$ cat src/rtl/muldiv_ctrl.sv
// Multi-cycle multiply/divide controller: single-cycle 33x33 multiply and
// restoring radix-2 divide, with a pipeline stall and a one-cycle done pulse.
module muldiv_ctrl #(
   parameter int DATA_WIDTH = 32
) (
   input  logic                  clk,
   input  logic                  rst,
   input  logic                  start,
   input  logic [4:0]            op_sel,
   input  logic [DATA_WIDTH-1:0] op1,
   input  logic [DATA_WIDTH-1:0] op2,
   output logic                  busy,
   output logic                  stall,
   output logic                  done,
   output logic [DATA_WIDTH-1:0] result
);

   localparam logic [4:0] OP_MUL    = 5'b01010;
   localparam logic [4:0] OP_MULH   = 5'b01011;
   localparam logic [4:0] OP_MULHSU = 5'b01100;
   localparam logic [4:0] OP_MULHU  = 5'b01101;
   localparam logic [4:0] OP_DIV    = 5'b01110;
   localparam logic [4:0] OP_REM    = 5'b10000;
   localparam logic [4:0] OP_REMU   = 5'b10001;

   typedef enum logic [1:0] {IDLE = 2'd0, MUL = 2'd1, DIV = 2'd2, DONE = 2'd3} state_t;

   state_t       state_r;
   logic [4:0]   op_r;
   logic [4:0]   cnt_r;
   logic [31:0]  op1_r, op2_r, dvd_r, dvs_r, rem_r, result_r;
   logic         neg_q_r, neg_r_r, busy_r, done_r;

   logic         valid_op_s, accept_s, acc_sgn_s;
   logic         sgn_a_s, sgn_b_s, div_sgn_s, is_rem_s, div_zero_s, div_ovf_s, qbit_s;
   logic signed [32:0] mul_a_s, mul_b_s;
   logic signed [63:0] prod_s;
   logic [31:0]  mul_res_s, rem_nxt_s, quo_nxt_s, div_res_s, special_res_s;
   logic [32:0]  shift_s, diff_s;

   function automatic logic [31:0] abs_val(input logic [31:0] v, input logic sgn);
      return (sgn && v[31]) ? (32'd0 - v) : v;
   endfunction

   function automatic logic [31:0] cond_neg(input logic [31:0] v, input logic neg);
      return neg ? (32'd0 - v) : v;
   endfunction

   // Request decode, multiplier datapath and one restoring-division step
   always_comb begin
      valid_op_s = (op_sel >= OP_MUL) && (op_sel <= OP_REMU);
      accept_s   = (state_r == IDLE) && start && valid_op_s;
      acc_sgn_s  = (op_sel == OP_DIV) || (op_sel == OP_REM);

      sgn_a_s   = (op_r == OP_MUL) || (op_r == OP_MULH) || (op_r == OP_MULHSU);
      sgn_b_s   = (op_r == OP_MUL) || (op_r == OP_MULH);
      mul_a_s   = $signed({sgn_a_s & op1_r[31], op1_r});
      mul_b_s   = $signed({sgn_b_s & op2_r[31], op2_r});
      prod_s    = 64'(mul_a_s) * 64'(mul_b_s);
      mul_res_s = (op_r == OP_MUL) ? prod_s[31:0] : prod_s[63:32];

      shift_s   = {rem_r, dvd_r[31]};
      diff_s    = shift_s - {1'b0, dvs_r};
      qbit_s    = ~diff_s[32];
      rem_nxt_s = qbit_s ? diff_s[31:0] : shift_s[31:0];
      quo_nxt_s = {dvd_r[30:0], qbit_s};

      div_sgn_s  = (op_r == OP_DIV) || (op_r == OP_REM);
      is_rem_s   = (op_r == OP_REM) || (op_r == OP_REMU);
      div_zero_s = (op2_r == 32'd0);
      div_ovf_s  = div_sgn_s && (op1_r == 32'h8000_0000) && (op2_r == 32'hFFFF_FFFF);
      div_res_s  = is_rem_s ? cond_neg(rem_nxt_s, neg_r_r) : cond_neg(quo_nxt_s, neg_q_r);
      special_res_s = div_zero_s ? (is_rem_s ? op1_r : 32'hFFFF_FFFF)
                                 : (is_rem_s ? 32'd0 : 32'h8000_0000);
   end

   // Sequencer FSM with registered busy/done/result
   always_ff @(posedge clk) begin
      if (rst) begin
         state_r  <= IDLE;
         op_r     <= 5'd0;
         cnt_r    <= 5'd0;
         op1_r    <= 32'd0;
         op2_r    <= 32'd0;
         dvd_r    <= 32'd0;
         dvs_r    <= 32'd0;
         rem_r    <= 32'd0;
         neg_q_r  <= 1'b0;
         neg_r_r  <= 1'b0;
         result_r <= 32'd0;
         busy_r   <= 1'b0;
         done_r   <= 1'b0;
      end else begin
         case (state_r)
            IDLE: begin
               done_r <= 1'b0;
               if (accept_s) begin
                  op_r    <= op_sel;
                  op1_r   <= op1;
                  op2_r   <= op2;
                  dvd_r   <= abs_val(op1, acc_sgn_s);
                  dvs_r   <= abs_val(op2, acc_sgn_s);
                  rem_r   <= 32'd0;
                  cnt_r   <= 5'd0;
                  neg_q_r <= acc_sgn_s & (op1[31] ^ op2[31]);
                  neg_r_r <= acc_sgn_s & op1[31];
                  busy_r  <= 1'b1;
                  state_r <= (op_sel <= OP_MULHU) ? MUL : DIV;
               end else begin
                  busy_r  <= 1'b0;
                  state_r <= IDLE;
               end
            end
            MUL: begin
               result_r <= mul_res_s;
               busy_r   <= 1'b0;
               done_r   <= 1'b1;
               state_r  <= DONE;
            end
            DIV: begin
               // Zero divisor and signed overflow bypass the iterations entirely
               if (div_zero_s || div_ovf_s) begin
                  result_r <= special_res_s;
                  busy_r   <= 1'b0;
                  done_r   <= 1'b1;
                  state_r  <= DONE;
               end else begin
                  dvd_r <= quo_nxt_s;
                  rem_r <= rem_nxt_s;
                  cnt_r <= cnt_r + 5'd1;
                  if (cnt_r == 5'd31) begin
                     result_r <= div_res_s;
                     busy_r   <= 1'b0;
                     done_r   <= 1'b1;
                     state_r  <= DONE;
                  end else begin
                     state_r  <= DIV;
                  end
               end
            end
            DONE: begin
               done_r  <= 1'b0;
               busy_r  <= 1'b0;
               state_r <= IDLE;
            end
            default: begin
               done_r  <= 1'b0;
               busy_r  <= 1'b0;
               state_r <= IDLE;
            end
         endcase
      end
   end

   assign busy   = busy_r;
   assign done   = done_r;
   assign result = result_r;
   assign stall  = busy_r | accept_s;

endmodule

$ cat config.mk
export PLATFORM = sky130hd
export DESIGN_NAME = muldiv_ctrl
export DESIGN_NICKNAME = d
export VERILOG_FILES = /design/src/rtl/muldiv_ctrl.sv
export SDC_FILE = /design/constraint.sdc
export NUM_CORES = 2
export LEC_CHECK = 0
export CAP_MARGIN = 40
export CORE_MARGIN = 3
export CORE_UTILIZATION = 60
export DETAILED_ROUTE_END_ITERATION = 8
export HOLD_SLACK_MARGIN = 0.05
export PLACE_DENSITY_LB_ADDON = 0.2
export SLEW_MARGIN = 10
export SYNTH_ARGS = -nofsm -noshare
export SYNTH_HDL_FRONTEND = slang
export SYNTH_SLANG_ARGS = --single-unit
$ cat constraint.sdc
create_clock -name clk -period 9.6 [get_ports clk]
set_clock_uncertainty 0.05 [all_clocks]
set_input_delay 1.92 -clock clk [delete_from_list [all_inputs] [get_ports clk]]
set_output_delay 1.92 -clock clk [all_outputs]
set_load 0.1 [all_outputs]
Figure 1. Supply network.
Pins as bars on the die edge. Tap cells in gray.
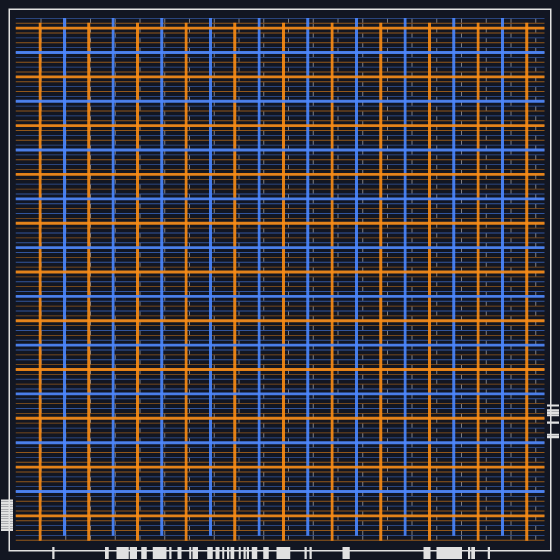
legend:
  orange:
    net: VSS
  blue:
    net: VDD
rows: 107
signal pins: 107
tap cells: 1144

Figure 2. Cell classes on the final placement.
Scale bar: 100 um. Fill, decap, tap and diode cells in gray.
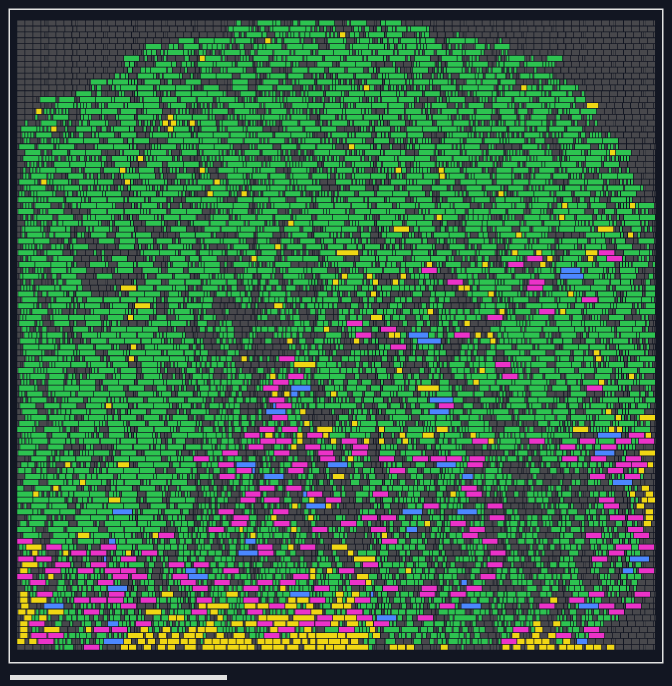
legend:
  yellow:
    class: remaining buffers and delay cells
    cells: 313
    share_of_their_area: 6.0%
  magenta:
    class: sequential cells
    cells: 207
    share_of_their_area: 7.5%
  blue:
    class: clock drivers and dummy loads
    cells: 44
    share_of_their_area: 1.6%
  green:
    class: remaining logic cells
    cells: 5627
    share_of_their_area: 85%

==> flow_summary.toml <==
# implementation run metrics
[final_timing]
fmax_mhz = 109.2
hold_violations = 0
period_used_pct = 95.40
worst_pin_slew_ns = 0.9649
maxSlewHeadroom_pct = 34.99

[placed_design]
place.gp.congestion = 1.007
dp_hpwl_mm = 135.3

[critical_path]
path_delay_family = "adder cells"
cp.arrival_ns = 9.49
worstSetupEndpointType = "flip-flop"
r2r_end = "result[15]"
r2r_slack_ns = 0.44
crit_top_cell = "fa_1"
r2r_cells = 26
cpMaxStageDelayCell = "dfxtp_1"

[global_routing]
grt_pass1_wl_mm = 263.1

[run]
cap_violations = 0

[yosys]
synth.distinct_cells = 88
synth-edff-count = 0

[outcome]
status = "finished, final reports clean"

[routing]
routed_via_density = 5.972

[hold_path]
hold_path_class = "flip-flop to flip-flop"

[layout]
lay_top_count = "inv_1"

[cts]
clock_sinks = 207

[pwr]
vdd_drop_max_v = 0.0001222
Figure 3. Metal 2.
Scale bar: 100 um.
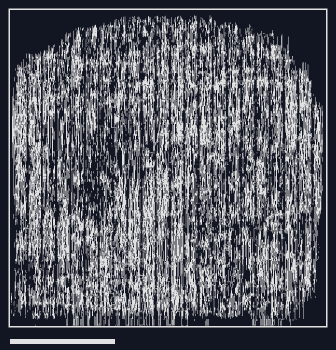
wire length on this layer: 74.2 mm
main direction: vertical
share of all routed wire: 44%
Routed WL: 166.9 mm
GR Util met2: 58.51%
routed via count: 43.83k

==> registers in the layout (all words and copies together), names as in the netlist <==
name / flops
busy: 1
cnt_r: 5
done: 1
dvd_r: 32
dvs_r: 31
neg_q_r: 1
neg_r_r: 1
op1_r: 32
op2_r: 32
op_r: 5
rem_r: 32
result: 32
state_r: 2
==> cell type report <==
class	count	share of cell area (%)
multi-input cells	4396	74.45
inverters	1231	8.192
flip-flops and latches	207	7.349
repair buffers	313	5.883
well taps	1144	2.538
clock buffers	36	1.307
clock inverters	8	0.2662
diodes	4	0.01775
==> metal layers <==
layer | GRT usage, % | up-vias | wire length [um]
li1 | - | 18910 | -
met5 | 0 | - | 25
met4 | 18.20 | 4 | 10460
met1 | 51.49 | 21940 | 64560
met3 | 7.415 | 505 | 17600
met2 | 58.51 | 2468 | 74230
==> through the flow <==
| stage | power (uW) | cells | instance area, um^2 | hold slack [ns] | setup WS [ns] |
|---|---|---|---|---|---|
| 3_5_place_dp | 1939 | 7290 | 55460 | 0.4070 | 0.2208 |
| 4_1_cts | 2995 | 7334 | 56350 | 0.4157 | 0.1878 |
| 3_3_place_gp | 1899 | 7236 | 54560 | 0.3932 | 0.3468 |
| 2_1_floorplan | 1541 | 6244 | 52260 | 0.3862 | 0.5524 |
| 6_report | 3035 | 7339 | 56400 | 0.4102 | 0.4419 |
| 5_1_grt | 3128 | 7335 | 56390 | 0.4390 | 0.05101 |
==> cell families after synthesis <==
family	share of synthesized area, %
mux	0.5051
flops	7.929
buf+inv	11.84
simple gates	17.21
xor+xnor	3.352
compound gates	9.978
fa+ha+maj	49.19
==> power breakdown <==
group,switching [uW],total (uW),internal (uW),leakage (uW)
sequential,53.2,940,887,0.00168
combinational,689,1020,333,0.0235
clock,433,1070,639,0.000433
total,1180,3030,1860,0.0256
==> worst max path at each step <==
stage	start	endpoint	slack [ns]	cells after the start
final	op2_r[3]	result[15]	0.44	26
after global routing	op_r[3]	result[31]	0.05	29
after CTS	op_r[3]	result[31]	0.19	29
after detailed placement	op_r[3]	result[31]	0.22	29
after global placement	op2_r[18]	result[15]	0.35	26
after floorplan	op_r[3]	result[31]	0.55	33
==> synth_stat cells, types with 13 or more instances <==
cell type	number	share of area, %
inv_1	1230	8.8
fa_1	1126	43
nand2_1	1105	7.9
clkbuf_1	391	2.8
and2_1	322	3.9
a21oi_1	253	2.4
ha_1	253	6.1
nor2_1	231	1.7
dfxtp_1	207	7.9
o21ai_0	163	1.6
xnor2_1	123	2.1
xor2_1	77	1.3
nand3_1	67	0.64
a21o_1	59	0.85
nor3_1	54	0.52
a31oi_1	52	0.62
a211oi_1	44	0.63
a22oi_1	33	0.47
nor4_1	33	0.40
or3_1	33	0.40
o31ai_1	31	0.45
nand4_1	26	0.31
o211ai_1	21	0.30
o21a_1	21	0.30
nand2b_1	20	0.24
and3_1	18	0.22
mux2i_1	14	0.27
a311oi_1	13	0.22
==> what timing repair did <==
item	in CTS	in global routing
hold buffers	0	0
endpoints found under the setup margin	0	3
hold endpoints to repair	0	0
resized	0	6
Power figures rest on the tool's default switching activity, not on a simulated workload.
